Fig. 1: run 1, drive-strength map
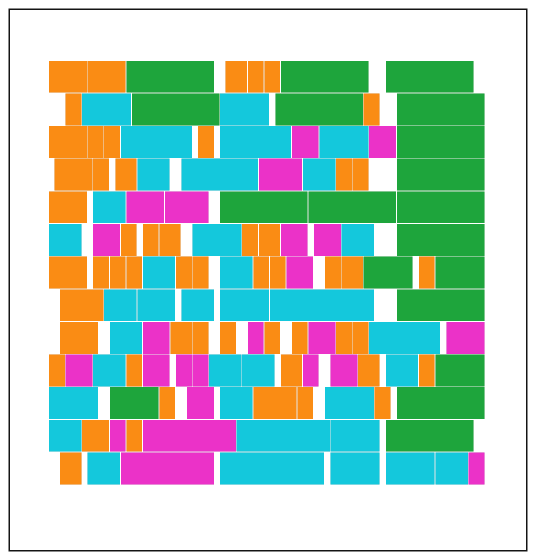
Fig. 2: run 1, signal wires on met2
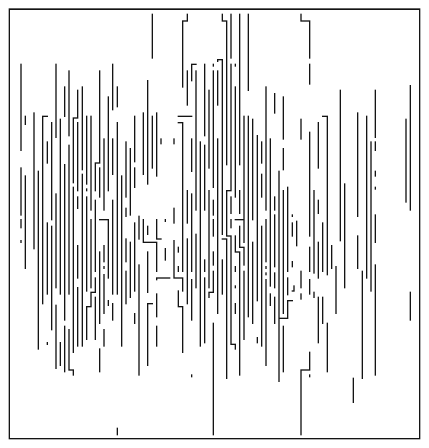
Fig. 3: run 1, placement by cell class
The bar under the picture is 10 um long. Fill, decap, tap and diode cells in gray.
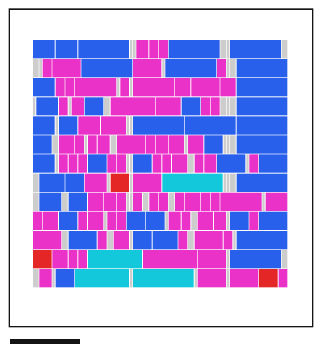
==> config.mk <==
export PLATFORM = sky130hd
export DESIGN_NAME = main_control_fsm
export DESIGN_NICKNAME = d
export VERILOG_FILES = /design/src/rtl/main_control_fsm.sv
export SDC_FILE = /design/constraint.sdc
export NUM_CORES = 1
export LEC_CHECK = 0
export ABC_AREA = 1
export CAP_MARGIN = 20
export CORE_AREA = 3 3 40 42
export DETAILED_ROUTE_END_ITERATION = 7
export DIE_AREA = 0 0 43 45
export PLACE_DENSITY = 0.74
export SLEW_MARGIN = 15
export SYNTH_ARGS = -nofsm -noshare
export SYNTH_HDL_FRONTEND = slang
export SYNTH_SLANG_ARGS = --single-unit
==> constraint.sdc <==
create_clock -name clk -period 1.55 [get_ports clk]
set_input_delay 0.31 -clock clk [delete_from_list [all_inputs] [get_ports clk]]
set_output_delay 0.31 -clock clk [all_outputs]
set_load 0.05 [all_outputs]
==> README.md <==
| Result | Reported | Unit |
|:---|:---|:---|
| Outcome | finished, violations left | - |
| Failing checks | negative setup slack | - |
| Fraction of power spent switching nets | 38.6 | % |
| CP Capture Type | output port | - |
| Post-synthesis cell type count | 17 | - |
| Die area | 1940 | sq um |
| Kind of cell with the highest combined delay on the critical path | simple AND/OR/NAND/NOR gates | - |
| Peak VDD IR | 0.000573 | V |
| Number of cells on the worst reg-to-reg path | 8 | - |
| Yosys stat cell total | 91 | - |
| Fraction of final layout cells with drive strength greater than 1 | 59.4 | % |
| Setup clock skew after layout | 0.0112 | ns |
| Clk network pwr share | 32.4 | % |
| Main area contributors after synthesis | sky130_fd_sc_hd__nor2_1 (21%), sky130_fd_sc_hd__dfxtp_1 (17%), sky130_fd_sc_hd__nand2_1 (15%), sky130_fd_sc_hd__inv_1 (11%), sky130_fd_sc_hd__nand3_1 (9.8%) | - |
| Vias/cell | 5.78 | - |
| Data arrival time of the critical path | 1.50 | ns |
| Post-synthesis register bit count | 4 | - |
| Routed wire length per instance | 18.8 | um |
| Area taken by multi-input logic gates | 474 | sq um |
| Startpoint class of the critical path | register | - |
| Final tally of setup violations | 15 | - |
| Dominant kind of combinational cell | simple AND/OR/NAND/NOR gates | - |
| Nets@finish | 145 | - |
| Number of cells produced by synthesis | 91 | - |
| Combinational share of power | 43.6 | % |
| Tool warnings | 29 | - |
| Min Hold Slack | 0.644 | ns |
| H-tree depth | 1 | - |
| Total congestion overflow | 0 | - |
| DRC violation total after the first TritonRoute iteration | 57 | - |
| Final Max Tran Viols | 0 | - |
| Cell-internal power | 269 | uW |
| Hold buffers post-CTS | 0 | - |
| Number of multi-input logic gates | 69 | - |
| Antenna violations before repair | 0 | - |
| Initial DRT Pass Iterations | 4 | - |
| Insertion delay at the late pin of the worst-skew pair | 0.25 | ns |
| Number of fill cells | 47 | - |
| Static Leakage | 0.000521 | uW |
| Number of sequential storage elements | 4 | - |
| Pin count of the biggest net entering global routing | 15 | - |
| Gpl congestion | 0.799 | - |
| Basic-gate share of the synthesized area counting and, or, nand and nor cells | 53.8 | % |
| Mux contribution to synthesized area | 0 | % |
| Final WS setup | -0.258 | ns |
| Netlist area before placement | 458 | sq um |
| Clkbuf count | 3 | - |
| Required time at the worst-slack endpoint | 1.24 | ns |
| Chip Height | 45 | um |
| Number of global-route vias before repair | 826 | - |
| Flip-flops with a built-in enable | 0 | - |
| Remaining antenna violation count | 0 | - |
| Critical path, cell by cell | nand2_1 -> inv_1 -> nand2_1 -> nand3_1 -> nor2_2 -> o21ai_4 -> buf_12 | - |
| Biggest area consumer among cell classes | buffers | - |
| Final worst-path cycle share | 117 | % |
| Max reg flops | 4 | - |
| Sequential Power Share | 24.0 | % |
| Number of remaining DRC errors | 0 | - |
| Die outline width | 43 | um |
| Sequential-to-total area share from yosys stat | 17.5 | % |
| Power density cells | 367 | nW/um^2 |
| Switching power | 170 | uW |
| Number of logic stages on the critical path including buffering | 7 | - |
| Number of synthesis warnings | 0 | - |
| Chip area line of the yosys report | 458 | sq um |
| Register clock-pin slew on the reported worst setup and hold paths | 0.05 | ns |
| Slowest cell delay on critical path | 0.37 | ns |
| Proportion of cell area occupied by multi-input gates | 39.6 | % |
| CTS root buffer | sky130_fd_sc_hd__clkbuf_4 | - |
| Syn Area/Cell | 5.03 | sq um |
| Non-filler instance count after layout | 148 | - |
| Synth top cell by count | sky130_fd_sc_hd__nor2_1 | - |
| Number of antenna diodes | 0 | - |
| # port buffers | 24 | - |
| TritonCTS clock tree | built | - |
| Critical path type | register to output port | - |
| Signal buffers share of area | 45.0 | % |
| Setup repair after global routing missed its margin | true | - |
| List of most frequent post-synthesis cells | sky130_fd_sc_hd__nor2_1 (26), sky130_fd_sc_hd__nand2_1 (18), sky130_fd_sc_hd__inv_1 (13), sky130_fd_sc_hd__nand3_1 (9), sky130_fd_sc_hd__a21oi_1 (5) | - |
| Most used flip-flop cell | sky130_fd_sc_hd__dfxtp_1 | - |
| Wire length of the first global-routing pass | 3860 | um |
| Synthesized-area fraction occupied by xor and xnor cells | 0 | % |
| Cell repeated most along the worst path | sky130_fd_sc_hd__nand2_1 | - |
| Worst-case register-to-register setup slack | 0.20 | ns |
| Tap cell count | 15 | - |
| I/O pin cnt | 27 | - |
| Worst-path fanout max | 5 | - |
| Initial cell density of the core | 35.6 | % |
| Crit path buf inv count | 2 | - |
| Largest area contributor in the netlist | sky130_fd_sc_hd__nor2_1 | - |
| TritonCTS buffer count | 3 | - |
| Path type of the worst min-delay path | input pin to register | - |
| Post-synthesis async set-or-reset flop share | 0 | % |
| Hpwl dp | 1200 | um |
| Clock Sink Count | 4 | - |
| Highest attainable clock frequency | 0.553 | GHz |
| Final hold violation count | 0 | - |
| Post-placement cell count | 138 | - |
| Aggregate global-route resource usage | 27.4 | % |
| Portion of the layout cell area used by clock cells | 1.88 | % |
| Worst setup slack before clock tree synthesis | -0.273 | ns |
| Inverter tally of the final layout excluding the clock network | 14 | - |
| Number of cells upsized or downsized after cts | 45 | - |
| Max-Cap Viols | 0 | - |
| Synthesized-area fraction occupied by adder cells | 0 | % |
| Post-CTS Setup Bufs | 4 | - |
| Worst hold stages | 4 | - |
| Ao+oa area frac | 9.02 | % |
| Crit-path slowest cell | sky130_fd_sc_hd__dfxtp_4 | - |
| Top area contributor share | 21.3 | % |
| Combined flip-flop and latch cell area | 90.1 | sq um |
| Buffer levels on the longest clock path | 2 | - |
| Final min period | 1.81 | ns |
## Picture notes: Fig. 1
legend:
  x1 and smaller:
    color: orange
    cells: 54
    share: 41%
  x6 and larger:
    color: green
    cells: 19
    share: 14%
  x2:
    color: magenta
    cells: 24
    share: 18%
  x3 and x4:
    color: cyan
    cells: 36
    share: 27%
final standard cell area without fillers: 1200 sq um
synthesis-to-finish area growth: 161%
Buffers, non-clock: 43
Final WS setup: -0.258 ns

## Picture notes: Fig. 2
wire length on this layer: 1,380 um
nets with wire on the layer: 139
share of all routed wire: 50%
main direction: vertical
longest straight run: 22.1 um
routing usage on met2: 47.9%
Via Count: 855
total detailed-routing wirelength: 2780 um

## Picture notes: Fig. 3
legend:
  registers:
    color: cyan
    cells: 4
  remaining buffers and delay cells:
    color: blue
    cells: 43
  clock-net drivers:
    color: red
    cells: 3
  remaining logic cells:
    color: magenta
    cells: 83
Core Rows: 13
fraction of area in registers: 7.52%
final cell utilization of the core: 93.2%
area of the core: 1280 sq um

==> run 1: worst register-to-register path: stages, from the launching register on <==
cell	delay [ns]
sky130_fd_sc_hd__dfxtp_2	0.32
sky130_fd_sc_hd__inv_2	0.10
sky130_fd_sc_hd__nand2_2	0.06
sky130_fd_sc_hd__buf_4	0.15
sky130_fd_sc_hd__nor2_2	0.14
sky130_fd_sc_hd__nand2_1	0.12
sky130_fd_sc_hd__nand2_1	0.10
sky130_fd_sc_hd__nor2_1	0.05
sky130_fd_sc_hd__a21oi_1	0.21
==> run 1: metrics by stage <==
stage | TNS, ns | power [uW] | cell area (sq um)
floorplan | -0.325 | 191 | 518
global placement | -1.15 | 269 | 983
detailed placement | -1.33 | 271 | 983
CTS | -1.23 | 415 | 1150
global route | -2.89 | 464 | 1200
finish | -2.09 | 439 | 1200
==> run 1: layout by cell type (no fill, tap or decap), drive strengths merged <==
cell type and count:
nand3 9, or2 1, buf 34, a21oi 5
inv 14, clkdlybuf4s50 2, a31oi 1, nor3 1
dlygate4sd2 7, nor2 29, nand4 1, nand2 18
conb 2, o21ai 2, dfxtp 4, clkbuf 3
==> run 1: power groups by stage <==
stage                     clock (uW)  combinational, uW  sequential, uW
after floorplan                    0               83.2             108
after CTS                        134                175             105
after detailed placement           0                163             108
after global routing             160                198             105
after global placement             0                161             108
final                            142                191             105
==> run 1: layer usage <==
layer | part of all wire (%) | global-route usage [%] | up-vias
met3 | 8.8 | 9.56 | 29
met2 | 50 | 47.9 | 85
met1 | 34 | 27.8 | 378
li1 | - | - | 363
met5 | 0 | 0 | -
met4 | 7.5 | 18.1 | 0
No activity file was given, so power comes from the tool's default toggle rates.
